==> config.mk <==
export PLATFORM = sky130hd
export DESIGN_NAME = denorm16_flat
export DESIGN_NICKNAME = d
export VERILOG_FILES = /design/src/rtl/denorm16_pkg.sv /design/src/rtl/denorm16_if.sv /design/src/rtl/denorm16_step.sv /design/src/rtl/denorm16.sv /design/src/flat_wrapper.sv
export SDC_FILE = /design/constraint.sdc
export NUM_CORES = 1
export LEC_CHECK = 0
export CORE_MARGIN = 5
export CORE_UTILIZATION = 40
export DETAILED_ROUTE_END_ITERATION = 8
export PLACE_DENSITY = 0.64
export SLEW_MARGIN = 20
export SYNTH_ARGS = -nofsm -noshare
export SYNTH_HDL_FRONTEND = slang
export SYNTH_SLANG_ARGS = --single-unit
==> constraint.sdc <==
create_clock -name clk -period 2.4 [get_ports clk]
set_input_delay 0.36 -clock clk [delete_from_list [all_inputs] [get_ports clk]]
set_output_delay 0.36 -clock clk [all_outputs]
set_load 0.02 [all_outputs]
==> src/rtl/denorm16_pkg.sv <==
// ---------------------------------------------------------------------------
// denorm16_pkg
// Shared types and constants for the denorm16 right-shift (denormalising)
// unit: FSM state encoding, shift-count width and per-cycle step limit.
// ---------------------------------------------------------------------------
package denorm16_pkg;

  localparam int DATA_W   = 16;
  localparam int CNT_W    = 5;
  localparam int MAX_CNT  = 16;
  localparam int STEP_MAX = 4;

  typedef enum logic [1:0] {
    IDLE  = 2'd0,
    SHIFT = 2'd1,
    DONE  = 2'd2
  } state_t;

endpackage

==> src/rtl/denorm16_if.sv <==
// ---------------------------------------------------------------------------
// denorm16_if
// Request/result handshake bundle for denorm16.
//   in_valid/in_ready  : request handshake (in_data, in_cnt, in_arith)
//   out_valid/out_ready: result handshake (out_data, out_sticky)
// Modports: master = requester/consumer side, slave = the shifter.
// ---------------------------------------------------------------------------
interface denorm16_if;
  import denorm16_pkg::*;

  logic              in_valid;
  logic              in_ready;
  logic [DATA_W-1:0] in_data;
  logic [CNT_W-1:0]  in_cnt;
  logic              in_arith;
  logic              out_valid;
  logic              out_ready;
  logic [DATA_W-1:0] out_data;
  logic              out_sticky;

  modport master (
    output in_valid, in_data, in_cnt, in_arith, out_ready,
    input  in_ready, out_valid, out_data, out_sticky
  );

  modport slave (
    input  in_valid, in_data, in_cnt, in_arith, out_ready,
    output in_ready, out_valid, out_data, out_sticky
  );
endinterface

==> src/rtl/denorm16_step.sv <==
// ---------------------------------------------------------------------------
// denorm16_step
// Combinational 0..4-bit right shifter with a fill bit.
//   i_data        : word to shift
//   i_step        : shift amount, 0..4 (larger values pass data through)
//   i_fill        : bit inserted at the top
//   o_data        : shifted word
//   o_shifted_or  : OR of the bits shifted out (only with DENORM16_STICKY_EN)
// ---------------------------------------------------------------------------
module denorm16_step
  import denorm16_pkg::*;
(
  input  logic [DATA_W-1:0] i_data,
  input  logic [2:0]        i_step,
  input  logic              i_fill,
`ifdef DENORM16_STICKY_EN
  output logic              o_shifted_or,
`endif
  output logic [DATA_W-1:0] o_data
);

  always_comb begin
    o_data = i_data;
    case (i_step)
      3'd1:    o_data = {{1{i_fill}}, i_data[DATA_W-1:1]};
      3'd2:    o_data = {{2{i_fill}}, i_data[DATA_W-1:2]};
      3'd3:    o_data = {{3{i_fill}}, i_data[DATA_W-1:3]};
      3'd4:    o_data = {{4{i_fill}}, i_data[DATA_W-1:4]};
      default: o_data = i_data;
    endcase
  end

`ifdef DENORM16_STICKY_EN
  always_comb begin
    o_shifted_or = 1'b0;
    case (i_step)
      3'd1:    o_shifted_or = i_data[0];
      3'd2:    o_shifted_or = |i_data[1:0];
      3'd3:    o_shifted_or = |i_data[2:0];
      3'd4:    o_shifted_or = |i_data[3:0];
      default: o_shifted_or = 1'b0;
    endcase
  end
`endif

endmodule

==> src/rtl/denorm16.sv <==
// ---------------------------------------------------------------------------
// denorm16
// Multi-cycle 16-bit right shifter (inverse of the leading-zero counter).
// Shifts in_data right by min(in_cnt,16), at most 4 bits per cycle, filling
// with zeros or with in_data[15] (in_arith). Optional sticky = OR of all
// bits shifted out.
// Ports:
//   clk    : rising-edge clock
//   rst_n  : asynchronous reset, active low
//   bus    : denorm16_if.slave (request and result handshakes)
// Build option: define DENORM16_STICKY_EN to build the sticky logic;
// otherwise out_sticky is tied to 0 and data/timing are unchanged.
// ---------------------------------------------------------------------------
module denorm16
  import denorm16_pkg::*;
(
  input  logic       clk,
  input  logic       rst_n,
  denorm16_if.slave  bus
);

  state_t             r_state;
  state_t             w_next;
  logic [DATA_W-1:0]  r_data;
  logic [CNT_W-1:0]   r_rem;
  logic               r_fill;
  logic [CNT_W-1:0]   w_cnt_sat;
  logic [2:0]         w_step;
  logic [DATA_W-1:0]  w_step_data;
  logic               w_accept;

  assign w_cnt_sat = (bus.in_cnt > CNT_W'(MAX_CNT)) ? CNT_W'(MAX_CNT) : bus.in_cnt;
  assign w_step    = (r_rem > CNT_W'(STEP_MAX)) ? 3'(STEP_MAX) : r_rem[2:0];
  assign w_accept  = (r_state == IDLE) && bus.in_valid;

`ifdef DENORM16_STICKY_EN
  logic w_step_or;
  logic r_sticky;
`endif

  denorm16_step u_step (
    .i_data       (r_data),
    .i_step       (w_step),
    .i_fill       (r_fill),
`ifdef DENORM16_STICKY_EN
    .o_shifted_or (w_step_or),
`endif
    .o_data       (w_step_data)
  );

  // ---- control: state register ----
  always_ff @(posedge clk or negedge rst_n) begin
    if (!rst_n) r_state <= IDLE;
    else        r_state <= w_next;
  end

  // SHIFT lasts until the remaining count fits in one step.
  always_comb begin
    w_next = r_state;
    case (r_state)
      IDLE:    if (bus.in_valid) w_next = (w_cnt_sat != '0) ? SHIFT : DONE;
      SHIFT:   if (r_rem <= CNT_W'(STEP_MAX)) w_next = DONE;
      DONE:    if (bus.out_ready) w_next = IDLE;
      default: w_next = IDLE;
    endcase
  end

  // ---- datapath: capture on accept, then step per SHIFT cycle ----
  // The fill bit is frozen at capture so intermediate data never changes it.
  always_ff @(posedge clk or negedge rst_n) begin
    if (!rst_n) begin
      r_data <= '0;
      r_rem  <= '0;
      r_fill <= 1'b0;
    end else if (w_accept) begin
      r_data <= bus.in_data;
      r_rem  <= w_cnt_sat;
      r_fill <= bus.in_arith & bus.in_data[DATA_W-1];
    end else if (r_state == SHIFT) begin
      r_data <= w_step_data;
      r_rem  <= r_rem - {2'b00, w_step};
    end
  end

`ifdef DENORM16_STICKY_EN
  always_ff @(posedge clk or negedge rst_n) begin
    if (!rst_n)                 r_sticky <= 1'b0;
    else if (w_accept)          r_sticky <= 1'b0;
    else if (r_state == SHIFT)  r_sticky <= r_sticky | w_step_or;
  end
  assign bus.out_sticky = r_sticky;
`else
  assign bus.out_sticky = 1'b0;
`endif

  // ---- outputs: registered data, handshakes decoded from state ----
  assign bus.in_ready  = (r_state == IDLE);
  assign bus.out_valid = (r_state == DONE);
  assign bus.out_data  = r_data;

endmodule

==> src/flat_wrapper.sv <==
// flat-port wrapper written by rule: the top's interface ports become plain ports
module denorm16_flat import denorm16_pkg::*;
  (clk, rst_n, bus_in_valid, bus_in_data, bus_in_cnt, bus_in_arith, bus_out_ready, bus_in_ready, bus_out_valid, bus_out_data, bus_out_sticky);
  denorm16_if bus_i ();
  input  logic clk;
  input  logic rst_n;
  input wire logic [$bits(bus_i.in_valid)-1:0] bus_in_valid;
  input wire logic [$bits(bus_i.in_data)-1:0] bus_in_data;
  input wire logic [$bits(bus_i.in_cnt)-1:0] bus_in_cnt;
  input wire logic [$bits(bus_i.in_arith)-1:0] bus_in_arith;
  input wire logic [$bits(bus_i.out_ready)-1:0] bus_out_ready;
  output wire logic [$bits(bus_i.in_ready)-1:0] bus_in_ready;
  output wire logic [$bits(bus_i.out_valid)-1:0] bus_out_valid;
  output wire logic [$bits(bus_i.out_data)-1:0] bus_out_data;
  output wire logic [$bits(bus_i.out_sticky)-1:0] bus_out_sticky;
  assign bus_i.in_valid = bus_in_valid;
  assign bus_i.in_data = bus_in_data;
  assign bus_i.in_cnt = bus_in_cnt;
  assign bus_i.in_arith = bus_in_arith;
  assign bus_i.out_ready = bus_out_ready;
  assign bus_in_ready = bus_i.in_ready;
  assign bus_out_valid = bus_i.out_valid;
  assign bus_out_data = bus_i.out_data;
  assign bus_out_sticky = bus_i.out_sticky;
  denorm16 u_core (.clk(clk), .rst_n(rst_n), .bus(bus_i));
endmodule
==> Changelog: implementation, run 1 <==
### Metrics

- Status: completed
- Synth mux share: 0.0826
- Post-CTS Setup Inserts: 0
- Worst path max stage delay: roughly 630 ps
- Overflow after GRT: 0
- Sequential-to-total area share from yosys stat: 0.331
- Cell Count, Final, Fillers Out: 287
- Site Rows: 24
- Number of enable flip-flop cells: 0
- Vias in the first global route: ~1500
- RSZ-0062 raised after global routing: no
- Die Size: 5990 µm²
- Delay-heaviest family, CP: buffers and inverters
- GR Util All Layers: 0.142
- Share of layout cells above drive strength 1: 0.136
- Initial antenna violation count: 0
- Hold Vio Cnt, Final: 0
- Yosys Chip Area: roughly 1800 µm²
- Clock slew at reported path FFs: about 90 ps
- Final Slew Violations: 0
- Final setup fails: 0
- Area growth syn-to-layout: 24.4%
- Minimum clock period: 1930 ps
- Crit-path max FO: 10
- I/O pin cnt: between 40 and 50
- Flop pwr share: 0.291
- R2r setup slk: approximately 550 ps
- DRT Pass-1 Iters: 4
- Num CTS Buffers: 3
- # DRC: 0
## run 1: registers in the layout, summed over array words and instances, names as in the netlist
name / cells
u_core.bus.out_data: 16
u_core.r_rem: 5
u_core.r_state: 2
u_core.r_fill: 1
## run 1: layout by cell type (no fill, tap or decap), types with 5 or more instances in the layout
cell type / instances
buf_4: 7
nor2_1: 31
mux2i_1: 15
nand2_1: 21
clkdlybuf4s50_1: 43
dfrtp_1: 24
o31ai_1: 7
a211oi_2: 10
a21oi_1: 5
o31ai_2: 5
a211oi_1: 17
## run 1: routing by layer
| metal | wire [µm] | vias to the layer above | track usage |
|---|---|---|---|
| met5 | 0 | - | 0 |
| met1 | 1990 | 743 | 0.187 |
| met4 | 34 | 0 | 0.0481 |
| met3 | 178 | 2 | 0.0197 |
| met2 | 2060 | 39 | 0.239 |
| li1 | - | 804 | - |
## run 1: final cells by class
| cell class | count | area (µm²) |
|---|---|---|
| Clock buffer | 4 | 55.1 |
| Fill cell | 427 | 2120 |
| Inverter | 3 | 11.3 |
| Multi-Input combinational cell | 153 | 1030 |
| Sequential cell | 24 | 601 |
| Tap cell | 52 | 65.1 |
| Timing Repair Buffer | 51 | 503 |
## run 1: cells by family (layout without fill, tap and decap cells)
kind of cell,Yosys count,count (layout)
adders and majority gates,1,1
DFF,24,24
and+or+nand+nor,68,68
buffers and inverters,21,58
other,2,2
AOI/OAI and AO/OA,67,67
muxes,15,15
## run 1: power by group through the flow
stage | clock, mW | combinational (mW) | sequential (mW)
after floorplan | 0 | 1.46 | 0.954
after global placement | 0 | 1.95 | 0.931
after detailed placement | 0 | 1.97 | 0.928
after CTS | 0.291 | 1.97 | 0.921
after global routing | 0.304 | 2.16 | 0.965
final | 0.281 | 1.95 | 0.919
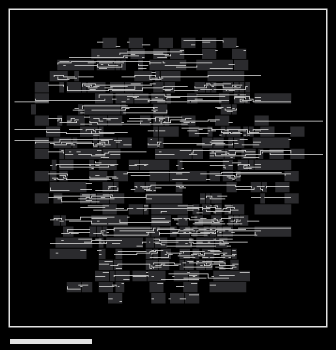
*M1 wires, run 1*
Scale bar: 20 µm. Cells faint in the background.
longest straight run: 22.1 µm
wire length on this layer: 1990 µm
share of all routed wire: 47%
final wirelength: 4.26 mm
via count: 1588
M1 GR Usage: 0.187

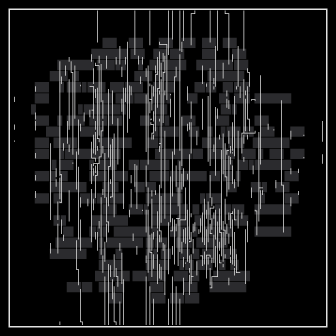
*The metal 2 layer, run 1*
Cells faint in the background.
wire length on this layer: 2060 µm
share of all routed wire: 48%
longest straight run: 29.6 µm
met2 GRT Util: 0.239

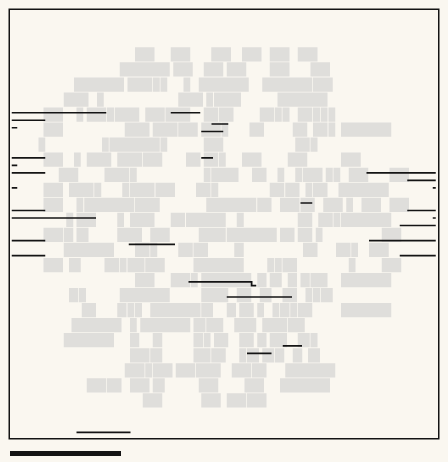
*Met3 routing, run 1*
Scale bar: 20 µm. Cells faint in the background.
main direction: horizontal
share of all routed wire: 4.2%
longest straight run: 16.8 µm
wire length on this layer: 179 µm
grt met3 use: 0.0197

==> inputs of run 2 (changes only) <==
==> constraint.sdc (replaced) <==
create_clock -name clk -period 1.93 [get_ports clk]
set_input_delay 0.2895 -clock clk [delete_from_list [all_inputs] [get_ports clk]]
set_output_delay 0.2895 -clock clk [all_outputs]
set_load 0.02 [all_outputs]
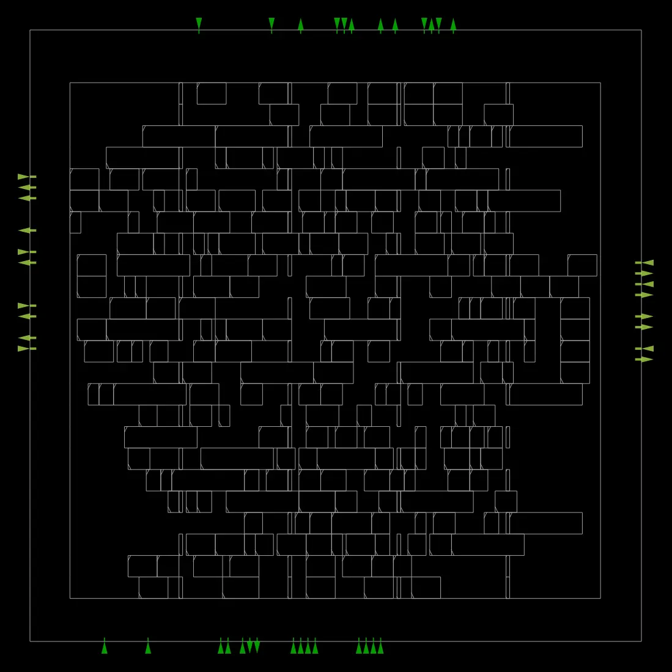
*Placed standard cells, run 2*
Cell Count, Final, Fillers Out: 293
Layout Utilization: 0.527
Fillers: 417

==> Changelog: implementation, run 2 <==
### Metrics

- Final setup fails: 0
- Clock slew at reported path FFs: 90 ps
- Top cells excl fill/tap: 42 x clkdlybuf4s50_1, 31 x nor2_1, 24 x dfrtp_1, 21 x nand2_1, 17 x a211oi_1
- Commonest Layout Cell: clkdlybuf4s50_1
- Site Rows: 24
- RSZ-0062 raised after global routing: no
- FF+latch area: 601 µm²
- Max FFs per register: 16
- Initial antenna violation count: 0
- Detail Route met3 WL: between 100 and 150 µm
- # DRC: 0
- Synth mux share: 0.0826
- I/O pin cnt: 45
- Die Size: between 5000 and 6000 µm²
- Met1 WL: approximately 2.2 mm
- Yosys Chip Area: roughly 1800 µm²
- Area growth syn-to-layout: 27.2%
- DRT Pass-1 Iters: 4
- Final Slew Violations: 0
- Crit-path max FO: 10
- Status: completed
- Post-CTS Setup Inserts: 0
- Number of enable flip-flop cells: 0
- Met2 routed WL: 2.04 mm
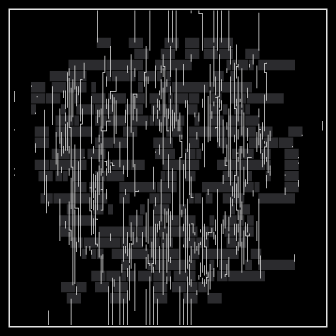
*The metal 2 layer, run 2*
Cells faint in the background.
longest straight run: 32.3 µm
main direction: vertical
final wirelength: 4.42 mm
met2 GRT Util: 0.225
via count: 1621

[run 2: worst paths after layout]
kind	start	to	slack, ps	cells past startpoint
min in group clk	u_core.bus.out_data[0]	u_core.bus.out_data[0]	500	2
max in group asynchronous	rst_n	u_core.bus.out_data[14]	1290	2
worst min register to register	u_core.bus.out_data[0]	u_core.bus.out_data[0]	500	2
worst max-delay path	u_core.r_state[0]	bus_in_ready	140	2
worst max register to register	u_core.r_rem[3]	u_core.r_rem[2]	200	6
worst min-delay path	rst_n	u_core.bus.out_data[15]	390	2
[run 2: cells by family (layout without fill, tap and decap cells)]
logic type,after synthesis,after routing
adders and majority gates,1,1
and+or+nand+nor,68,68
DFF,24,24
other,2,2
buffers and inverters,21,64
muxes,15,15
AOI/OAI and AO/OA,67,67
[run 2: area by class of cell]
| class | count | area share |
|---|---|---|
| repair buffers | 57 | 0.238 |
| clock buffers | 4 | 0.0238 |
| well taps | 52 | 0.0282 |
| inverters | 3 | 0.00487 |
| flip-flops and latches | 24 | 0.260 |
| multi-input cells | 153 | 0.445 |
[run 2: layer usage]
metal  GRT usage  vias to the layer above
li1            -                      822
met1       0.222                      769
met2       0.225                       28
met3      0.0197                        2
met4      0.0412                        0
met5           0                        -
[run 2: worst max-delay path, stage by stage, from the launching register on]
cell and delay (ps):
dfrtp_1 490, nor2_1 130, clkdlybuf4s50_1 610
[run 2: where the power goes]
| group | internal [mW] | switching (mW) | total [mW] |
|---|---|---|---|
| Sequential | 0.748 | 0.341 | 1.09 |
| Combinational | 1.20 | 1.37 | 2.57 |
| Clock | 0.182 | 0.167 | 0.349 |
==> inputs of run 3 (changes only) <==
--- a/config.mk
+++ b/config.mk
@@ -6,10 +6,11 @@
 export NUM_CORES = 1
 export LEC_CHECK = 0
 export CORE_MARGIN = 5
-export CORE_UTILIZATION = 40
+export CORE_UTILIZATION = 49
+export CTS_CLUSTER_DIAMETER = 150
 export DETAILED_ROUTE_END_ITERATION = 8
-export PLACE_DENSITY = 0.64
-export SLEW_MARGIN = 20
+export PLACE_DENSITY = 0.77
+export SLEW_MARGIN = 15
 export SYNTH_ARGS = -nofsm -noshare
 export SYNTH_HDL_FRONTEND = slang
 export SYNTH_SLANG_ARGS = --single-unit
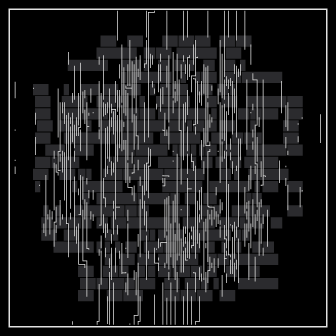
*The metal 2 layer, run 3*
Cells faint in the background.
via count: 1670
final wirelength: 4.51 mm
met2 GRT Util: 0.302

==> Changelog: implementation, run 3 <==
### Metrics

- Area growth syn-to-layout: 28.1%
- Detail Route met3 WL: ~210 µm
- GR Util All Layers: 0.180
- Met1 WL: between 2 and 2.5 mm
- # DRC: 0
- Crit path capture: bus_in_ready
- Overflow after GRT: 0
- Critical R2R Capture: u_core.r_rem[2]
- Hold Vio Cnt, Final: 0
- Die Size: around 5000 µm²
- Commonest Layout Cell: clkdlybuf4s50_1
- Critical Path Stages: 2
- Met2 routed WL: ~2.2 mm
- Top Metal Used: met4
- Minimum clock period: 1810 ps
- Worst path max stage delay: 620 ps
- Layout Utilization: 0.640
- Vias in the first global route: 1602
- Worst Path Buf+Inv: 1
- Site Rows: 22
- Delay-heaviest family, CP: buffers and inverters
- Final Slew Violations: 0
- Status: completed
- CP cell instances: nor2_1 > clkdlybuf4s50_1
- Switching Share: 0.460
- Share of layout cells above drive strength 1: 0.158
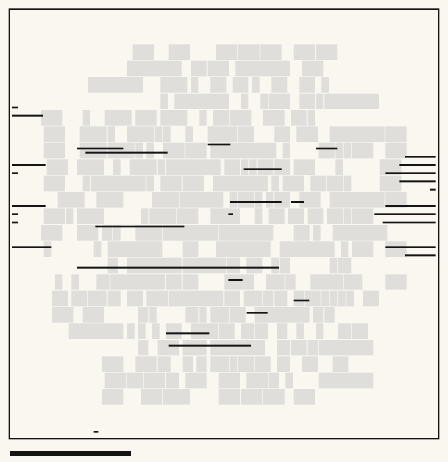
*Met3 routing, run 3*
Scale bar: 20 µm. Cells faint in the background.
share of all routed wire: 4.6%
nets with wire on the layer: 30
longest straight run: 33.1 µm
wire length on this layer: 208 µm
main direction: horizontal
grt met3 use: 0.0156

[run 3: cell counts after synthesis]
No cell type changed its count.
[run 3: kinds of logic (layout without fill, tap and decap cells)]
| kind of cell | count (synthesis) | in the layout | synth area share |
|---|---|---|---|
| buffers and inverters | 21 | 63 | 0.107 |
| flip-flops | 24 | 24 | 0.331 |
| other | 2 | 2 | 0.00413 |
| multiplexers | 15 | 15 | 0.0826 |
| AND/OR/NAND/NOR | 68 | 68 | 0.167 |
| adder cells (fa/ha/maj) | 1 | 1 | 0.00689 |
| AND-OR/OR-AND | 67 | 67 | 0.301 |
[run 3: cell type report]
type | count | area [µm²] | area share
clock buffers | 3 | 41.3 | 0.0177
clock inverters | 1 | 30.0 | 0.0129
inverters | 3 | 11.3 | 0.00484
multi-input cells | 153 | 1030 | 0.442
flip-flops and latches | 24 | 601 | 0.258
well taps | 48 | 60.1 | 0.0258
repair buffers | 56 | 556 | 0.239
[run 3: worst min-delay path by stage]
| stage | cells after the start | end |
|---|---|---|
| after floorplan | 0 | u_core.bus.out_data[0] |
| final | 2 | u_core.r_fill |
| after global routing | 2 | u_core.r_fill |
| after detailed placement | 2 | u_core.bus.out_data[0] |
| after CTS | 2 | u_core.r_fill |
| after global placement | 2 | u_core.bus.out_data[0] |
[run 3: power by group through the flow]
stage / sequential [mW] / clock, mW / combinational, mW
finish: 1.11 / 0.455 / 2.60
global route: 1.16 / 0.475 / 2.82
CTS: 1.11 / 0.456 / 2.62
detailed placement: 1.12 / 0 / 2.59
global placement: 1.12 / 0 / 2.54
floorplan: 1.19 / 0 / 1.85
[run 3: routing by layer]
metal	GRT usage	vias to the layer above
li1	-	814
met1	0.246	802
met2	0.302	49
met3	0.0156	5
met4	0.0564	0
met5	0	-

==> screenshots <==
Sequential cells coloured by netlist name.
Other sequential cells in the stronger grey, the rest of the logic in the fainter grey.
(a)
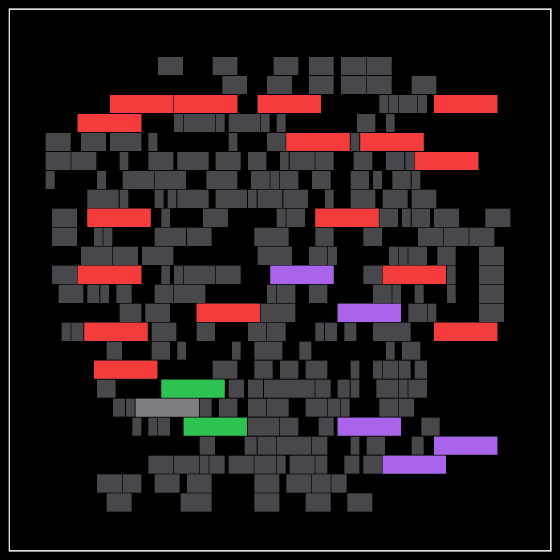
(b)
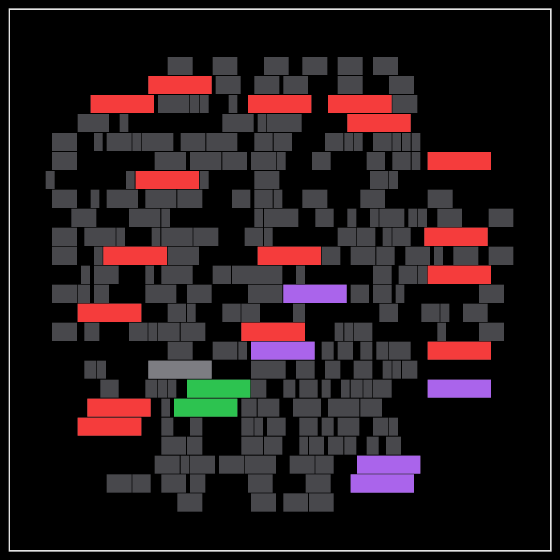
(c)
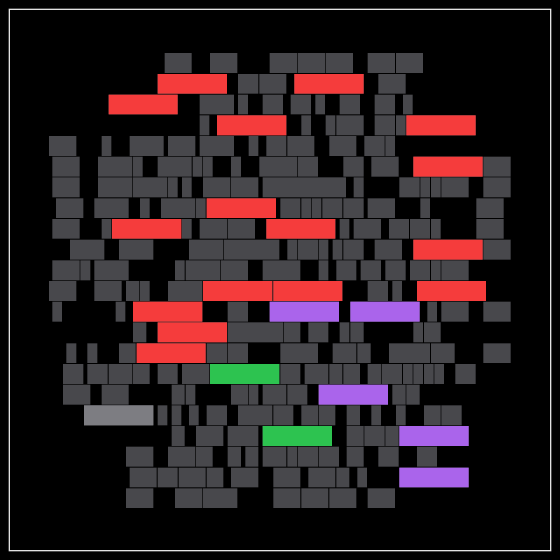
- (c) = run 3
- (b) = run 1
- (a) = run 2

Key to (b):
legend:
  red:
    signal: u_core.bus.out_data
    sequential_cells: 16
  purple:
    signal: u_core.r_rem
    sequential_cells: 5
  green:
    signal: u_core.r_state
    sequential_cells: 2

No activity file was given, so power comes from the tool's default toggle rates.
